<file path="src/rtl/dispatch_buffer_pkg.sv">
// Shared types and defaults for the in-order dispatch buffer feeding the R10K core.
package dispatch_buffer_pkg;

    localparam int DISPATCH_N_WAY     = 2;
    localparam int DISPATCH_BUF_DEPTH = 8;

    typedef struct packed {
        logic [31:0] opcode;
        logic [4:0]  src1;
        logic [4:0]  src2;
        logic [4:0]  dest;
        logic        valid;
    } DISPATCH_PACKET_R10K;

endpackage

</file>
<file path="src/rtl/dispatch_buffer_lead_ones.sv">
// lead_ones_count: number of consecutive ones in a mask starting at bit 0.
module lead_ones_count #(
    parameter int N = 2
) (
    input  logic [N-1:0]          mask,
    output logic [$clog2(N):0]    count
);

    localparam int CW = $clog2(N) + 1;

    logic run;

    always_comb begin
        count = '0;
        run   = 1'b1;
        for (int i = 0; i < N; i++) begin
            if (run && mask[i]) begin
                count = CW'(i + 1);
            end else begin
                run = 1'b0;
            end
        end
    end

endmodule

</file>
<file path="src/rtl/dispatch_buffer.sv">
// In-order circular buffer between decode and the R10K core; define
// DISPATCH_STALL_CNT_EN to add the stall_cycles counter output.
module dispatch_buffer
    import dispatch_buffer_pkg::*;
#(
    parameter int N_WAY = DISPATCH_N_WAY,
    parameter int DEPTH = DISPATCH_BUF_DEPTH
) (
    input  logic                            clock,
    input  logic                            reset,
    input  DISPATCH_PACKET_R10K [N_WAY-1:0] fetch_packet,
    output logic                            fetch_ready,
    output DISPATCH_PACKET_R10K [N_WAY-1:0] dispatch_packet,
    input  logic [N_WAY-1:0]                dispatched,
    input  logic                            flush,
    output logic [$clog2(DEPTH):0]          buf_count
`ifdef DISPATCH_STALL_CNT_EN
    ,
    output logic [31:0]                     stall_cycles
`endif
);

    localparam int PW = $clog2(DEPTH);
    localparam int CW = PW + 1;
    localparam int LW = $clog2(N_WAY) + 1;

    DISPATCH_PACKET_R10K entries [DEPTH];

    logic [PW-1:0]    head;
    logic [PW-1:0]    tail;
    logic [CW-1:0]    count;
    logic [N_WAY-1:0] lane_valid;
    logic [N_WAY-1:0] fetch_valid;
    logic [LW-1:0]    consumed;
    logic [LW-1:0]    enq_num;
    logic [LW-1:0]    enq_add;
    logic [PW-1:0]    wr_addr [N_WAY];
    logic             enq_en;

    // Readiness looks only at the registered count, so same-cycle dequeues never help.
    assign fetch_ready = (DEPTH - int'(count)) >= N_WAY;
    assign enq_en      = fetch_ready && !flush;
    assign enq_add     = enq_en ? enq_num : '0;
    assign buf_count   = count;

    // Valid fetch lanes are compacted: each lands at tail plus its rank among valid lanes.
    always_comb begin
        enq_num = '0;
        for (int k = 0; k < N_WAY; k++) begin
            fetch_valid[k] = fetch_packet[k].valid;
            wr_addr[k]     = tail + PW'(enq_num);
            if (fetch_packet[k].valid) begin
                enq_num = enq_num + LW'(1);
            end
        end
    end

    always_comb begin
        for (int i = 0; i < N_WAY; i++) begin
            dispatch_packet[i] = '0;
            lane_valid[i]      = (int'(count) > i) && !flush;
            if (lane_valid[i]) begin
                dispatch_packet[i]       = entries[head + PW'(i)];
                dispatch_packet[i].valid = 1'b1;
            end
        end
    end

    lead_ones_count #(.N(N_WAY)) u_lead_ones (
        .mask  (dispatched & lane_valid),
        .count (consumed)
    );

    always_ff @(posedge clock) begin
        if (enq_en) begin
            for (int k = 0; k < N_WAY; k++) begin
                if (fetch_packet[k].valid) begin
                    entries[wr_addr[k]] <= fetch_packet[k];
                end
            end
        end
    end

    always_ff @(posedge clock or negedge reset) begin
        if (!reset) begin
            head  <= '0;
            tail  <= '0;
            count <= '0;
        end else if (flush) begin
            head  <= '0;
            tail  <= '0;
            count <= '0;
        end else begin
            head  <= head + PW'(consumed);
            tail  <= tail + PW'(enq_add);
            count <= count + CW'(enq_add) - CW'(consumed);
        end
    end

`ifdef DISPATCH_STALL_CNT_EN
    // Counts cycles where the oldest instruction was offered but refused; survives flush.
    always_ff @(posedge clock or negedge reset) begin
        if (!reset) begin
            stall_cycles <= '0;
        end else if (lane_valid[0] && !dispatched[0] && (stall_cycles != '1)) begin
            stall_cycles <= stall_cycles + 32'd1;
        end
    end
`endif

`ifndef SYNTHESIS
    always_ff @(posedge clock) begin
        if (reset) begin
            assert (int'(count) <= DEPTH)
                else $error("dispatch_buffer: occupancy %0d above depth %0d", count, DEPTH);
            if (!fetch_ready && !flush && (|fetch_valid)) begin
                $warning("dispatch_buffer: fetch lanes offered while not ready, must be held");
            end
        end
    end
`endif

endmodule

</file>
<file path="config.mk">
export PLATFORM = sky130hd
export DESIGN_NAME = dispatch_buffer
export DESIGN_NICKNAME = d
export VERILOG_FILES = /design/src/rtl/dispatch_buffer_pkg.sv /design/src/rtl/dispatch_buffer_lead_ones.sv /design/src/rtl/dispatch_buffer.sv
export SDC_FILE = /design/constraint.sdc
export NUM_CORES = 1
export LEC_CHECK = 0
export CAP_MARGIN = 5
export CORE_MARGIN = 3
export CORE_UTILIZATION = 59
export CTS_CLUSTER_SIZE = 25
export DETAILED_ROUTE_END_ITERATION = 8
export MAX_ROUTING_LAYER = met4
export PLACE_DENSITY = 0.83
export RECOVER_POWER = 25
export SKIP_CTS_REPAIR_TIMING = 1
export SYNTH_ARGS = -nofsm -noshare
export SYNTH_HDL_FRONTEND = slang
export SYNTH_SLANG_ARGS = --single-unit
</file>
<file path="constraint.sdc">
create_clock -name clock -period 7.64 [get_ports clock]
set_clock_uncertainty 0.05 [all_clocks]
set_input_delay 1.528 -clock clock [delete_from_list [all_inputs] [get_ports clock]]
set_output_delay 1.528 -clock clock [all_outputs]
set_load 0.01 [all_outputs]
</file>
==> results.yml <==
# flow metrics
placement:
  place_hpwl_um: 34900
  dp.cells: 2038
  gp_congestion: 0.828
  place_ws_ps: 1790
cells_and_area:
  fillers: 2604
  final_cells: 2121
  largest_class: "sequential cells"
  flop_area_mm2: 0.0116
  nets: 1685
  final_cell_mix: "edfxtp_1, mux2_2, clkdlybuf4s50_1"
  clk_share: 0.0495
  syn2layout_area_growth_pct: 15.0
  combGateArea_mm2: 0.0108
  logic_gate_count: 886
logic_synthesis:
  yosysWarningCount: 0
  xor_area_frac: 0.00367
  area_leaders: "edfxtp_1, mux4_2, mux2_2, mux2_4, mux2i_1"
  top_logic_kind: "multiplexers"
  edf_count: 376
  yosys_area_mm2: 0.0232
  yosys_most_used_dff: "edfxtp_1"
  async_flop_share: 0.0259
  yosysTopAreaCell: "edfxtp_1"
  top_cell_area_share: 0.487
  synth_seq_share: 0.498
  ys_types: 39
  adder_share: 0.0126
  netlist_instances: 1396
hold_path:
  whs_path_depth: 2
  holdCritPathClass: "reg -> reg"
  hold_end: "buf_count[0]$_DFF_PN0_"
sta:
  setup_viol: 0
  fin_crit_sh: 0.861
  timing.final.ws_setup_ps: 1060
  drv_slew: 394
  relSlewSlack: -1.66
  fin_crit_ps: 6580
  rsz0062_at_grt: "false"
worst_setup_path:
  reg2reg_to: "entries[3][21]$_DFFE_PP_"
  worst-path-stages: 8
  worst-path-buf-inv: 3
  reg2regPathDepth: 9
  rr_startpoint: "buf_count[1]$_DFF_PN0_"
  critPathLaunch: "flush"
  endpoint_kind: "register"
  cpLargestDelayFamily: "buffers and inverters"
  path_class: "in -> reg"
  crit_path_start_kind: "primary input"
pwr:
  pwr-share-comb: 0.366
  powerClk_w: 0.00198
  switching_share: 0.310
  peakVddDrop_uv: 256
  pwr-share-seq: 0.368
clocking:
  clock-sinks: 386
  clockBufferDepth: 3
  clk_pin_slew_worst_paths_ps: 60
  root_buffer: "clkbuf_16"
  clock_latency_ps: 550
  cts_buffers: 41
outcome:
  violations: "max-capacitance violations, max-slew violations"
  status: "finished with violations"
routing:
  antenna_left: 0
  wl_met3_um: 5700
  drc: 0
  highest_layer: "met4"
  wl_met1_um: 23300
  wirelength_um: 61400
global_routing:
  use_met2: 0.498
  grtUsageTotal: 0.306
  antenna_found_initial: 7
floorplanning:
  io_pins: 202
  design.core.area_mm2: 0.0387
  die_h_um: 204
  die-area_mm2: 0.0417
flow_run:
  cap_violations: 11
**Gate families picked out**

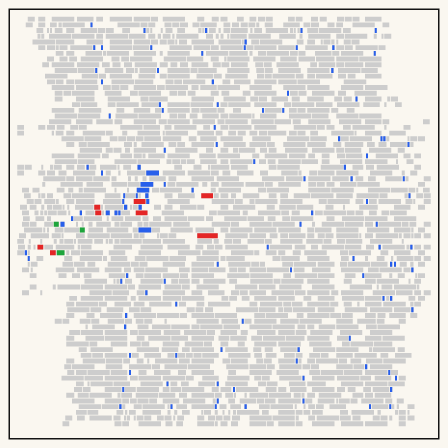
| family | colour | cells |
|---|---|---|
| AND-OR and OR-AND gates | green | 3 |
| NAND gates | blue | 114 |
| XOR/XNOR gates | red | 8 |

**Wiring by layer**

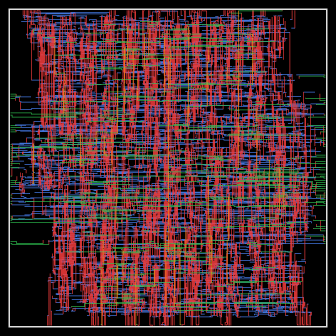
| layer | colour | wire length |
|---|---|---|
| met2 | red | 30.9 mm |
| met3 | green | 5700 um |
| met1 | blue | 23.3 mm |
| met4 | orange | 1410 um |

**Congestion heat map**

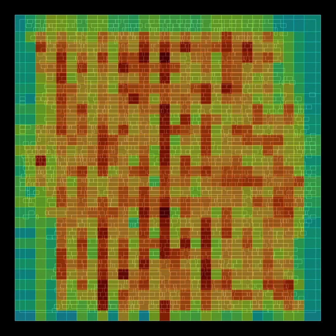
Util after Layout: 0.689
M1 GR Usage: 0.400
M3 GR Usage: 0.0537

**Local utilization**

The die is cut into 20 by 20 equal tiles; white is low, dark blue is high, 0 to 100% covered.
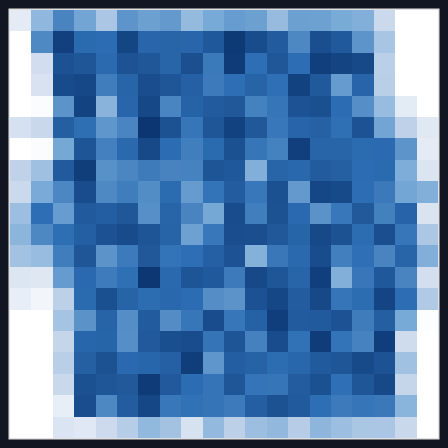
mean over tiles: 62%
tiles over 75% full: 46%
nearly empty tiles: 8.5%

Power and IR drop assume default switching activity.
